## src/rtl/hbm_axi3_wr_gen_if.sv

```systemverilog
// rtl/hbm_axi3_wr_gen_if.sv - AXI3 write-only (AW/W/B) channel bundle for one HBM pseudo-channel port
interface hbm_axi3_wr_gen_if #(
    parameter int ID_WIDTH   = 6,
    parameter int ADDR_WIDTH = 33,
    parameter int DATA_WIDTH = 256
);
    logic [ID_WIDTH-1:0]     awid;
    logic [ADDR_WIDTH-1:0]   awaddr;
    logic [3:0]              awlen;
    logic [2:0]              awsize;
    logic [1:0]              awburst;
    logic [1:0]              awlock;
    logic [3:0]              awcache;
    logic [2:0]              awprot;
    logic [3:0]              awqos;
    logic                    awvalid;
    logic                    awready;
    logic [DATA_WIDTH-1:0]   wdata;
    logic [DATA_WIDTH/8-1:0] wstrb;
    logic                    wlast;
    logic                    wvalid;
    logic                    wready;
    logic [ID_WIDTH-1:0]     bid;
    logic [1:0]              bresp;
    logic                    bvalid;
    logic                    bready;

    modport master (
        output awid, awaddr, awlen, awsize, awburst, awlock, awcache, awprot, awqos, awvalid,
        input  awready,
        output wdata, wstrb, wlast, wvalid,
        input  wready,
        input  bid, bresp, bvalid,
        output bready
    );

    modport slave (
        input  awid, awaddr, awlen, awsize, awburst, awlock, awcache, awprot, awqos, awvalid,
        output awready,
        input  wdata, wstrb, wlast, wvalid,
        output wready,
        output bid, bresp, bvalid,
        input  bready
    );
endinterface

```

## src/rtl/hbm_axi3_wr_gen.sv

```systemverilog
// rtl/hbm_axi3_wr_gen.sv - AXI3 INCR write traffic generator with response counting and run timer
module hbm_axi3_wr_gen #(
    parameter int ID_WIDTH        = 6,
    parameter int ADDR_WIDTH      = 33,
    parameter int DATA_WIDTH      = 256,
    parameter int BURST_LEN       = 16,
    parameter int MAX_OUTSTANDING = 8
) (
    input  logic                  clk_i,
    input  logic                  rst_i,
    input  logic                  start_i,
    input  logic [ADDR_WIDTH-1:0] base_addr_i,
    input  logic [31:0]           num_bursts_i,
    output logic                  busy_o,
    output logic                  done_o,
    output logic                  err_o,
    output logic [31:0]           cycle_count_o,
    hbm_axi3_wr_gen_if.master     axi_m
);
    localparam int                    STRB_WIDTH  = DATA_WIDTH / 8;
    localparam int                    WORDS       = DATA_WIDTH / 32;
    localparam logic [ADDR_WIDTH-1:0] BURST_BYTES = ADDR_WIDTH'(BURST_LEN * STRB_WIDTH);
    localparam logic [3:0]            AWLEN       = 4'(BURST_LEN - 1);
    localparam logic [2:0]            AWSIZE      = 3'($clog2(STRB_WIDTH));
    localparam logic [31:0]           MAX_OUT     = 32'(MAX_OUTSTANDING);

    typedef enum logic [1:0] {ST_IDLE, ST_RUN, ST_DONE} state_e;

    state_e                state_q, state_d;
    logic [31:0]           num_bursts_q, num_bursts_d;
    logic [31:0]           aw_cnt_q, aw_cnt_d;
    logic [31:0]           w_burst_cnt_q, w_burst_cnt_d;
    logic [31:0]           beat_idx_q, beat_idx_d;
    logic [31:0]           b_cnt_q, b_cnt_d;
    logic [31:0]           cycle_count_q, cycle_count_d;
    logic [3:0]            beat_in_burst_q, beat_in_burst_d;
    logic [ADDR_WIDTH-1:0] awaddr_q, awaddr_d;
    logic                  err_q, err_d;
    logic                  run, aw_hs, w_hs, b_hs;
    logic                  unused_bid;

    assign unused_bid    = ^axi_m.bid;

    assign axi_m.awid    = '0;
    assign axi_m.awaddr  = awaddr_q;
    assign axi_m.awlen   = AWLEN;
    assign axi_m.awsize  = AWSIZE;
    assign axi_m.awburst = 2'b01;
    assign axi_m.awlock  = 2'b00;
    assign axi_m.awcache = 4'b0011;
    assign axi_m.awprot  = 3'b000;
    assign axi_m.awqos   = 4'b0000;
    assign axi_m.wstrb   = '1;
    assign axi_m.wdata   = {WORDS{beat_idx_q}};

    assign busy_o        = (state_q == ST_RUN);
    assign done_o        = (state_q == ST_DONE);
    assign err_o         = err_q;
    assign cycle_count_o = cycle_count_q;

    always_comb begin
        state_d         = state_q;
        num_bursts_d    = num_bursts_q;
        aw_cnt_d        = aw_cnt_q;
        w_burst_cnt_d   = w_burst_cnt_q;
        beat_idx_d      = beat_idx_q;
        b_cnt_d         = b_cnt_q;
        cycle_count_d   = cycle_count_q;
        beat_in_burst_d = beat_in_burst_q;
        awaddr_d        = awaddr_q;
        err_d           = err_q;

        run = (state_q == ST_RUN);
        // Outstanding window counts accepted AWs not yet answered; a B in the same cycle frees a slot next cycle.
        axi_m.awvalid = run && (aw_cnt_q < num_bursts_q) && ((aw_cnt_q - b_cnt_q) < MAX_OUT);
        axi_m.wvalid  = run && (w_burst_cnt_q < aw_cnt_q);
        axi_m.wlast   = axi_m.wvalid && (beat_in_burst_q == AWLEN);
        axi_m.bready  = run;

        aw_hs = axi_m.awvalid && axi_m.awready;
        w_hs  = axi_m.wvalid && axi_m.wready;
        b_hs  = axi_m.bvalid && axi_m.bready;

        if (run) begin
            if (cycle_count_q != 32'hFFFF_FFFF) begin
                cycle_count_d = cycle_count_q + 32'd1;
            end
            if (aw_hs) begin
                aw_cnt_d = aw_cnt_q + 32'd1;
                awaddr_d = awaddr_q + BURST_BYTES;
            end
            if (w_hs) begin
                beat_idx_d = beat_idx_q + 32'd1;
                if (axi_m.wlast) begin
                    beat_in_burst_d = 4'd0;
                    w_burst_cnt_d   = w_burst_cnt_q + 32'd1;
                end else begin
                    beat_in_burst_d = beat_in_burst_q + 4'd1;
                end
            end
            if (b_hs) begin
                b_cnt_d = b_cnt_q + 32'd1;
                if (axi_m.bresp != 2'b00) begin
                    err_d = 1'b1;
                end
                if (b_cnt_q + 32'd1 == num_bursts_q) begin
                    state_d = ST_DONE;
                end
            end
        end else if (start_i) begin
            num_bursts_d    = num_bursts_i;
            awaddr_d        = base_addr_i;
            aw_cnt_d        = 32'd0;
            w_burst_cnt_d   = 32'd0;
            beat_idx_d      = 32'd0;
            b_cnt_d         = 32'd0;
            cycle_count_d   = 32'd0;
            beat_in_burst_d = 4'd0;
            err_d           = 1'b0;
            state_d         = (num_bursts_i != 32'd0) ? ST_RUN : ST_DONE;
        end
    end

    always_ff @(posedge clk_i) begin
        if (rst_i) begin
            state_q         <= ST_IDLE;
            num_bursts_q    <= 32'd0;
            aw_cnt_q        <= 32'd0;
            w_burst_cnt_q   <= 32'd0;
            beat_idx_q      <= 32'd0;
            b_cnt_q         <= 32'd0;
            cycle_count_q   <= 32'd0;
            beat_in_burst_q <= 4'd0;
            awaddr_q        <= '0;
            err_q           <= 1'b0;
        end else begin
            state_q         <= state_d;
            num_bursts_q    <= num_bursts_d;
            aw_cnt_q        <= aw_cnt_d;
            w_burst_cnt_q   <= w_burst_cnt_d;
            beat_idx_q      <= beat_idx_d;
            b_cnt_q         <= b_cnt_d;
            cycle_count_q   <= cycle_count_d;
            beat_in_burst_q <= beat_in_burst_d;
            awaddr_q        <= awaddr_d;
            err_q           <= err_d;
        end
    end
endmodule
```

## src/flat_wrapper.sv

```systemverilog
// flat-port wrapper written by rule: the top's interface ports become plain ports
module hbm_axi3_wr_gen_flat 
#(
    parameter int ID_WIDTH        = 6,
    parameter int ADDR_WIDTH      = 33,
    parameter int DATA_WIDTH      = 256,
    parameter int BURST_LEN       = 16,
    parameter int MAX_OUTSTANDING = 8
)
  (clk_i, rst_i, start_i, base_addr_i, num_bursts_i, busy_o, done_o, err_o, cycle_count_o, axi_m_awid, axi_m_awaddr, axi_m_awlen, axi_m_awsize, axi_m_awburst, axi_m_awlock, axi_m_awcache, axi_m_awprot, axi_m_awqos, axi_m_awvalid, axi_m_awready, axi_m_wdata, axi_m_wstrb, axi_m_wlast, axi_m_wvalid, axi_m_wready, axi_m_bid, axi_m_bresp, axi_m_bvalid, axi_m_bready);
  hbm_axi3_wr_gen_if #(.ID_WIDTH(ID_WIDTH), .ADDR_WIDTH(ADDR_WIDTH), .DATA_WIDTH(DATA_WIDTH)) axi_m_i ();
  input  logic clk_i;
  input  logic rst_i;
  input  logic start_i;
  input  logic [ADDR_WIDTH-1:0] base_addr_i;
  input  logic [31:0] num_bursts_i;
  output logic busy_o;
  output logic done_o;
  output logic err_o;
  output logic [31:0] cycle_count_o;
  output wire logic [$bits(axi_m_i.awid)-1:0] axi_m_awid;
  output wire logic [$bits(axi_m_i.awaddr)-1:0] axi_m_awaddr;
  output wire logic [$bits(axi_m_i.awlen)-1:0] axi_m_awlen;
  output wire logic [$bits(axi_m_i.awsize)-1:0] axi_m_awsize;
  output wire logic [$bits(axi_m_i.awburst)-1:0] axi_m_awburst;
  output wire logic [$bits(axi_m_i.awlock)-1:0] axi_m_awlock;
  output wire logic [$bits(axi_m_i.awcache)-1:0] axi_m_awcache;
  output wire logic [$bits(axi_m_i.awprot)-1:0] axi_m_awprot;
  output wire logic [$bits(axi_m_i.awqos)-1:0] axi_m_awqos;
  output wire logic [$bits(axi_m_i.awvalid)-1:0] axi_m_awvalid;
  input wire logic [$bits(axi_m_i.awready)-1:0] axi_m_awready;
  output wire logic [$bits(axi_m_i.wdata)-1:0] axi_m_wdata;
  output wire logic [$bits(axi_m_i.wstrb)-1:0] axi_m_wstrb;
  output wire logic [$bits(axi_m_i.wlast)-1:0] axi_m_wlast;
  output wire logic [$bits(axi_m_i.wvalid)-1:0] axi_m_wvalid;
  input wire logic [$bits(axi_m_i.wready)-1:0] axi_m_wready;
  input wire logic [$bits(axi_m_i.bid)-1:0] axi_m_bid;
  input wire logic [$bits(axi_m_i.bresp)-1:0] axi_m_bresp;
  input wire logic [$bits(axi_m_i.bvalid)-1:0] axi_m_bvalid;
  output wire logic [$bits(axi_m_i.bready)-1:0] axi_m_bready;
  assign axi_m_awid = axi_m_i.awid;
  assign axi_m_awaddr = axi_m_i.awaddr;
  assign axi_m_awlen = axi_m_i.awlen;
  assign axi_m_awsize = axi_m_i.awsize;
  assign axi_m_awburst = axi_m_i.awburst;
  assign axi_m_awlock = axi_m_i.awlock;
  assign axi_m_awcache = axi_m_i.awcache;
  assign axi_m_awprot = axi_m_i.awprot;
  assign axi_m_awqos = axi_m_i.awqos;
  assign axi_m_awvalid = axi_m_i.awvalid;
  assign axi_m_i.awready = axi_m_awready;
  assign axi_m_wdata = axi_m_i.wdata;
  assign axi_m_wstrb = axi_m_i.wstrb;
  assign axi_m_wlast = axi_m_i.wlast;
  assign axi_m_wvalid = axi_m_i.wvalid;
  assign axi_m_i.wready = axi_m_wready;
  assign axi_m_i.bid = axi_m_bid;
  assign axi_m_i.bresp = axi_m_bresp;
  assign axi_m_i.bvalid = axi_m_bvalid;
  assign axi_m_bready = axi_m_i.bready;
  hbm_axi3_wr_gen #(.ID_WIDTH(ID_WIDTH), .ADDR_WIDTH(ADDR_WIDTH), .DATA_WIDTH(DATA_WIDTH), .BURST_LEN(BURST_LEN), .MAX_OUTSTANDING(MAX_OUTSTANDING)) u_core (.clk_i(clk_i), .rst_i(rst_i), .start_i(start_i), .base_addr_i(base_addr_i), .num_bursts_i(num_bursts_i), .busy_o(busy_o), .done_o(done_o), .err_o(err_o), .cycle_count_o(cycle_count_o), .axi_m(axi_m_i));
endmodule
```

## config.mk

```make
export PLATFORM = sky130hd
export DESIGN_NAME = hbm_axi3_wr_gen_flat
export DESIGN_NICKNAME = d
export VERILOG_FILES = /design/src/rtl/hbm_axi3_wr_gen_if.sv /design/src/rtl/hbm_axi3_wr_gen.sv /design/src/flat_wrapper.sv
export SDC_FILE = /design/constraint.sdc
export NUM_CORES = 1
export LEC_CHECK = 0
export CAP_MARGIN = 40
export CORE_MARGIN = 2
export CORE_UTILIZATION = 54
export CTS_CLUSTER_SIZE = 28
export DETAILED_ROUTE_END_ITERATION = 8
export GPL_ROUTABILITY_DRIVEN = 0
export PLACE_DENSITY_LB_ADDON = 0.1
export SLEW_MARGIN = 10
export SYNTH_ARGS = -nofsm -noshare
export SYNTH_HDL_FRONTEND = slang
export SYNTH_SLANG_ARGS = --single-unit
```

## constraint.sdc

```tcl
create_clock -name clk_i -period 10.3 [get_ports clk_i]
set_clock_uncertainty 0.1 [all_clocks]
set_input_delay 1.545 -clock clk_i [delete_from_list [all_inputs] [get_ports clk_i]]
set_output_delay 1.545 -clock clk_i [all_outputs]
set_load 0.03 [all_outputs]
```

### Drive-strength map

Scale bar: 50 um.
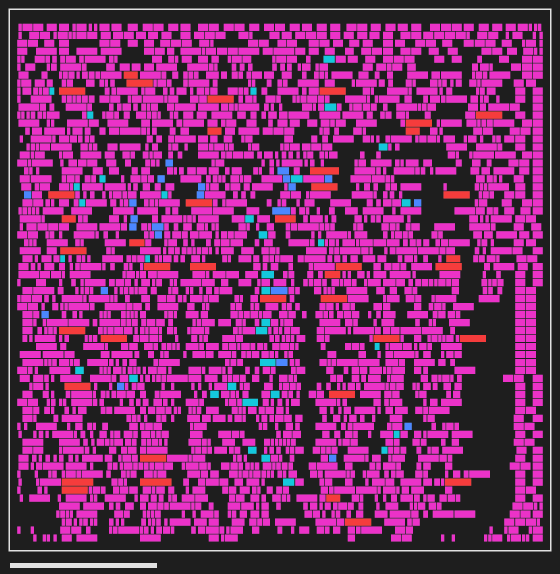
colour	size	cells	share
cyan	_2 cells	34	1.4%
blue	_3 and _4 cells	23	0.93%
magenta	_0 and _1 cells	2371	96%
red	_6 and larger	39	1.6%
Syn-to-layout area delta: 18.3%
cell area after layout: 0.0207 sq mm

### M4 wires

Scale bar: 50 um. Cells faint in the background.
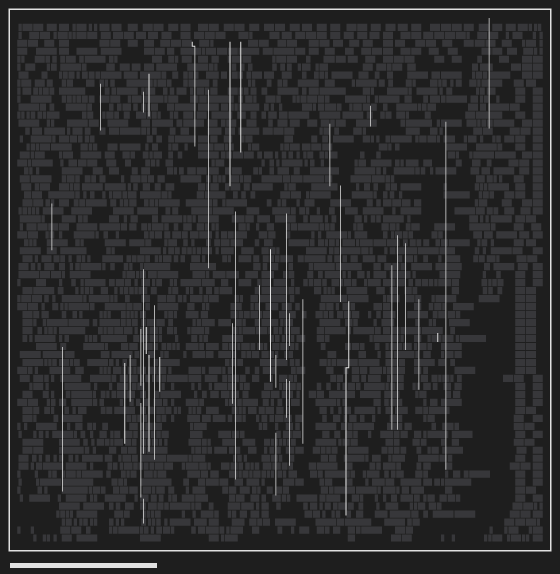
longest straight run	118 um
wire length on this layer	1410 um
main direction	vertical
share of all routed wire	2.7%
nets with wire on the layer	35
via total after detailed routing: 17100
total wire length: 51.6 mm

### Routed metal, one colour a layer

Two of the layers only.
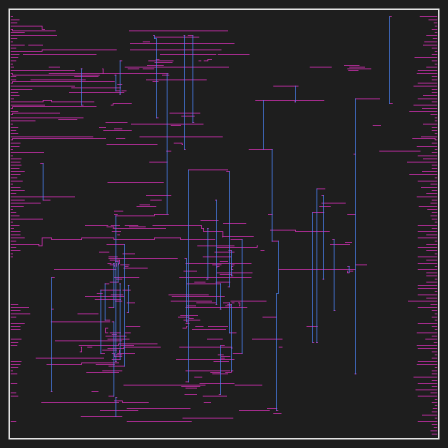
colour	layer	wire length
magenta	metal 3	3810 um
blue	metal 4	1410 um
total routing resource utilization after global routing: 28.7%
WL/cell: 18.0 um

==> run summary <==
From the run reports.

- For this run, the leading register cell type out of synthesis is sky130_fd_sc_hd__dfxtp_1.
- Using the TritonRoute via totals, the vias-per-cell ratio works out to 5.95.
- The kind of critical path is flip-flop to primary output.
- The area after detailed placement reads 0.0198 sq mm.
- The summed instance area of the synthesized netlist is 0.0175 sq mm.
- The path class of the lowest-slack min-delay path is flip-flop to flip-flop.
- The nature of the critical path startpoint reads a flip-flop.
- The endpoint type of the worst setup path is a primary output.
- The gate count of the mapped netlist reads 2341.
- After synthesis the netlist holds a flip-flop and latch count of 232.
- Dividing total power by cell area gives a power density of 109 mW/mm^2.
- The share of synthesized cell area in and-or and or-and compound cells is 21.3%.
- Post-CTS repair changed the size of 0 cells.
- The number of buffer and inverter stages on the critical path is 2.
- The number of nets with antenna violations after routing reads 0.
- The detailed placer's ending HPWL is 39.0 mm.
- The number of non-filler instances in the completed layout is 2870.
- The number of placed instances, taps included is 2822.
- Per the synthesis report, the dominant area consumer among library cells is sky130_fd_sc_hd__dfxtp_1.
- The relative max-transition margin reads 37.6%.
- OpenSTA, run right after detailed placement, puts the worst setup slack at 4340 ps.
- The critical path data arrival time reads 4960 ps.
- The number of cells on the worst reg-to-reg path is 14.
- After synthesis, the most frequently instantiated cells are sky130_fd_sc_hd__buf_4, sky130_fd_sc_hd__nand2_1, sky130_fd_sc_hd__a21oi_1.
- The share of the core filled with cells reads 65.3%.
- Yosys mapped a number of flops with a built-in enable equal to 0.
- The maximum operating frequency is 151 MHz.
- The number of setup buffers added after CTS is 0.
- The post-route minimum period is 6610 ps.
- STA lists the endpoint of the worst register-to-register path as u_core.aw_cnt_q[27].
- In the final layout, flip-flops and latches occupy 0.00464 sq mm.
- The tally of yosys warning messages is 0.
- The top cell type by instance count after synthesis is sky130_fd_sc_hd__buf_4.
- The average instance area after synthesis is 7.48 sq um.
- Summing the areas of all and, or, nand and nor instances in the mapped netlist gives 22.3% of the synthesized area.
- The delay of the slowest critical-path stage is 740 ps.
- The gate family responsible for the most delay along the worst path reads AND-OR/OR-AND gates.
- Summing over the stages, the warning tally comes to 32.
- The detailed-routing iteration count for the pre-antenna-repair pass reads 6.
- For this run, the post-layout net count is 2627.
- Entering global routing, the biggest net connects 70 pins.
- After routing, the total negative slack on setup checks comes to 0 ps.
- The maximum number of buffers from clock root to sink is 3.
- The number of fillers in the final layout reads 2785.
- In the hold timing report, the worst path depth is 2.
- The distinct cell type count of the synthesized netlist reads 79.
- The number of global-route vias before repair is 15100.
- The number of maximum-capacitance constraint violations is 0.
- Buffers inserted to repair hold after CTS numbered 0.
- The share of final-layout standard cells stronger than drive strength 1 is 3.89%.
- The endpoint required time on the critical path is 8660 ps.
- The sequential area share after synthesis reads 26.5%.
- The die extent in x reads 184 um.
- After synthesis, the largest area contributor takes up 26.5% of total cell area.
- The routed layout reports a DRC error count of 0.
- STA lists the startpoint of the worst hold path as u_core.err_o.
- The die outline height reads 184 um.
- Among all stages on the critical path, the largest delay is contributed by sky130_fd_sc_hd__clkdlybuf4s50_1.
- The count of endpoints failing setup in the final report reads 0.
- Yosys stat counts 2341 cells in the synthesized netlist.
- Per STA, the worst path is made up of inv_1 -> ha_1 -> a21o_1 -> a21oi_2 -> a21boi_1 -> o21ai_0 -> a2111oi_0 -> or3_1 -> nand4_1 -> or4_4 -> nor2_1 -> clkdlybuf4s50_1.
- The slew at the pin closest to its max-slew limit reads 927 ps.
- Post-route period utilization is reported as 64.2%.
- In the final report, the number of hold violations comes to 0.
- Row generation in the floorplan step produced 65 rows.
- The setup slack of the most critical reg-to-reg path reads 5100 ps.
- The number of antenna violations at the first check in global routing reads 1.
- The remaining global-route overflow reads 0.
- The timing report gives the clock slew at the launch and capture registers of the worst setup and hold paths as 60 ps.
- The startpoint of the worst register-to-register path reads u_core.b_cnt_q[4].
- Setup repair after global routing left no endpoint under its margin.
- The chip occupies 0.0339 sq mm.
- The tightest hold path in the finished design has a slack of 348 ps.
- The peak supply drop reads 139 uV.
- For this configuration, the core starts out at a cell density of 55.2%.
- The CTS root buffer is sky130_fd_sc_hd__clkbuf_16.
- The first-pass GRT wire length reads 79.7 mm.
- The number of H-tree levels reads 1.
- In this run the count of I/O pins placed on the die edge is 467.
- The synthesized-area fraction occupied by adder cells is 7.07%.
- After synthesis, the chip area reported by Yosys is 0.0175 sq mm.
- Setup slack closes at 3690 ps.
- Sorting the synthesized cells by area gives the leading types as sky130_fd_sc_hd__dfxtp_1, sky130_fd_sc_hd__buf_4, sky130_fd_sc_hd__ha_1.
- Looking at the hold checks, the worst path lands on u_core.err_o.
- The top fanout value on the critical path reads 6.
- The DRC marker count from the first detailed-route iteration is 1452.
- The XOR/XNOR share of the synthesized area reads 4.45%.
- The combinational gate area is 0.0100 sq mm.
- By area, the combinational part of the netlist is dominated by simple AND/OR/NAND/NOR gates.
- The run finished with clean final reports.
- As logged by OpenROAD, the buffers inserted on ports number 400.
- The leakage component of the power was reported as 7.67 nW.
- The share of synthesized registers carrying an async set or reset is 0%.
- The CTS tree reads done.
- The area of the core reads 0.0317 sq mm.
- The total design power is 2.25 mW.
- The multiplexer fraction of the synthesized cell area reads 0.643%.
- The number of pins with negative max-slew slack in the final report reads 0.
### The clock network

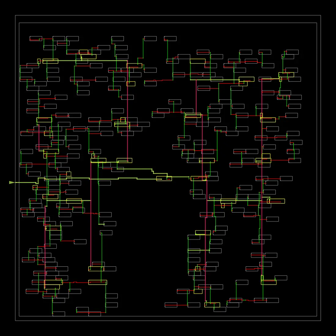
insertion delay to the later sink of the worst-skew pair: 530 ps
sequential cell count of the final layout: 232
TritonCTS Buffers: 27
sinks on the clock net: 232
clock network power consumption: 0.952 mW

### Met2 routing

Cells faint in the background.
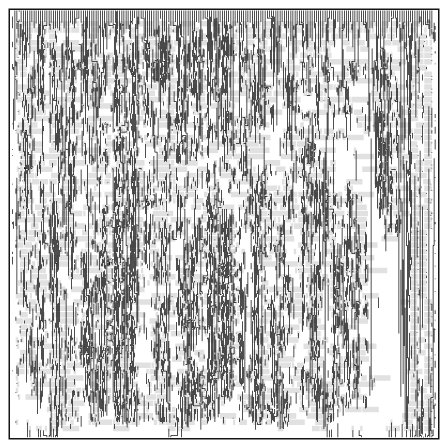
longest straight run	103 um
main direction	vertical
share of all routed wire	47%
nets with wire on the layer	2267
wire length on this layer	24.2 mm
met2 global-route usage: 48.7%

[flip-flops by register name, indices dropped and copies added, names as in the netlist]
name,count
u_core.beat_in_burst_q,4
u_core.cycle_count_o,32
u_core.w_burst_cnt_q,32
u_core.state_q,2
u_core.axi_m.awaddr,33
u_core.beat_idx_q,32
u_core.aw_cnt_q,32
u_core.err_o,1
u_core.b_cnt_q,32
u_core.num_bursts_q,32
[cell type report]
cell class,count,share of cell area (%)
Tap cell,402,2.43
Clock buffer,37,3.73
Antenna cell,1,0.0121
Multi-Input combinational cell,1640,48.3
Sequential cell,232,22.4
Clock inverter,10,0.532
Inverter,130,2.36
Timing Repair Buffer,418,20.2
[routing by layer]
metal / vias to the layer above / part of all wire, % / track usage (%)
li1: 8203 / - / -
met1: 8065 / 43 / 38.7
met2: 721 / 47 / 48.7
met3: 92 / 7.4 / 3.68
met4: 0 / 2.7 / 6.66
met5: - / 0 / 0
[worst max path at each step]
stage / depth (start not counted) / slack, ps / end / startpoint
3_3_place_gp: 12 / 4430 / axi_m_awvalid / u_core.b_cnt_q[4]
2_1_floorplan: 12 / 5140 / axi_m_awvalid / u_core.b_cnt_q[25]
5_1_grt: 12 / 3550 / axi_m_awvalid / u_core.b_cnt_q[4]
6_report: 12 / 3690 / axi_m_awvalid / u_core.b_cnt_q[4]
4_1_cts: 12 / 3760 / axi_m_awvalid / u_core.b_cnt_q[4]
3_5_place_dp: 12 / 4340 / axi_m_awvalid / u_core.b_cnt_q[4]
[layout by cell type (no fill, tap or decap), types with 8 or more instances in the layout]
cell and count:
sky130_fd_sc_hd__nor4_1 22, sky130_fd_sc_hd__xor2_1 32, sky130_fd_sc_hd__nand3_1 92, sky130_fd_sc_hd__o31ai_1 54, sky130_fd_sc_hd__dfxtp_1 232, sky130_fd_sc_hd__o211ai_1 11
sky130_fd_sc_hd__nand2_1 245, sky130_fd_sc_hd__a211oi_1 20, sky130_fd_sc_hd__clkbuf_16 27, sky130_fd_sc_hd__a21oi_1 240, sky130_fd_sc_hd__nor2b_1 10, sky130_fd_sc_hd__nand2b_1 10
sky130_fd_sc_hd__ha_1 99, sky130_fd_sc_hd__mux2i_1 9, sky130_fd_sc_hd__and2_1 16, sky130_fd_sc_hd__nor2_1 130, sky130_fd_sc_hd__nor3_1 45, sky130_fd_sc_hd__or4_1 49
sky130_fd_sc_hd__a22oi_1 10, sky130_fd_sc_hd__buf_4 14, sky130_fd_sc_hd__a2111oi_0 13, sky130_fd_sc_hd__o32ai_1 11, sky130_fd_sc_hd__nand4_1 40, sky130_fd_sc_hd__and4_1 11
sky130_fd_sc_hd__o21a_1 13, sky130_fd_sc_hd__inv_1 129, sky130_fd_sc_hd__o21ai_0 101, sky130_fd_sc_hd__clkdlybuf4s50_1 399, sky130_fd_sc_hd__a21o_1 36, sky130_fd_sc_hd__or3_1 38
sky130_fd_sc_hd__a31oi_1 21, sky130_fd_sc_hd__conb_1 60, sky130_fd_sc_hd__xnor2_1 57, sky130_fd_sc_hd__and3_1 50, sky130_fd_sc_hd__or2_2 8
[power by group]
part / internal [mW] / switching [mW] / leakage (nW)
combinational: 0.121 / 0.229 / 5.37
sequential: 0.920 / 0.0274 / 1.88
clock: 0.571 / 0.381 / 0.425
Power and IR drop assume default switching activity.
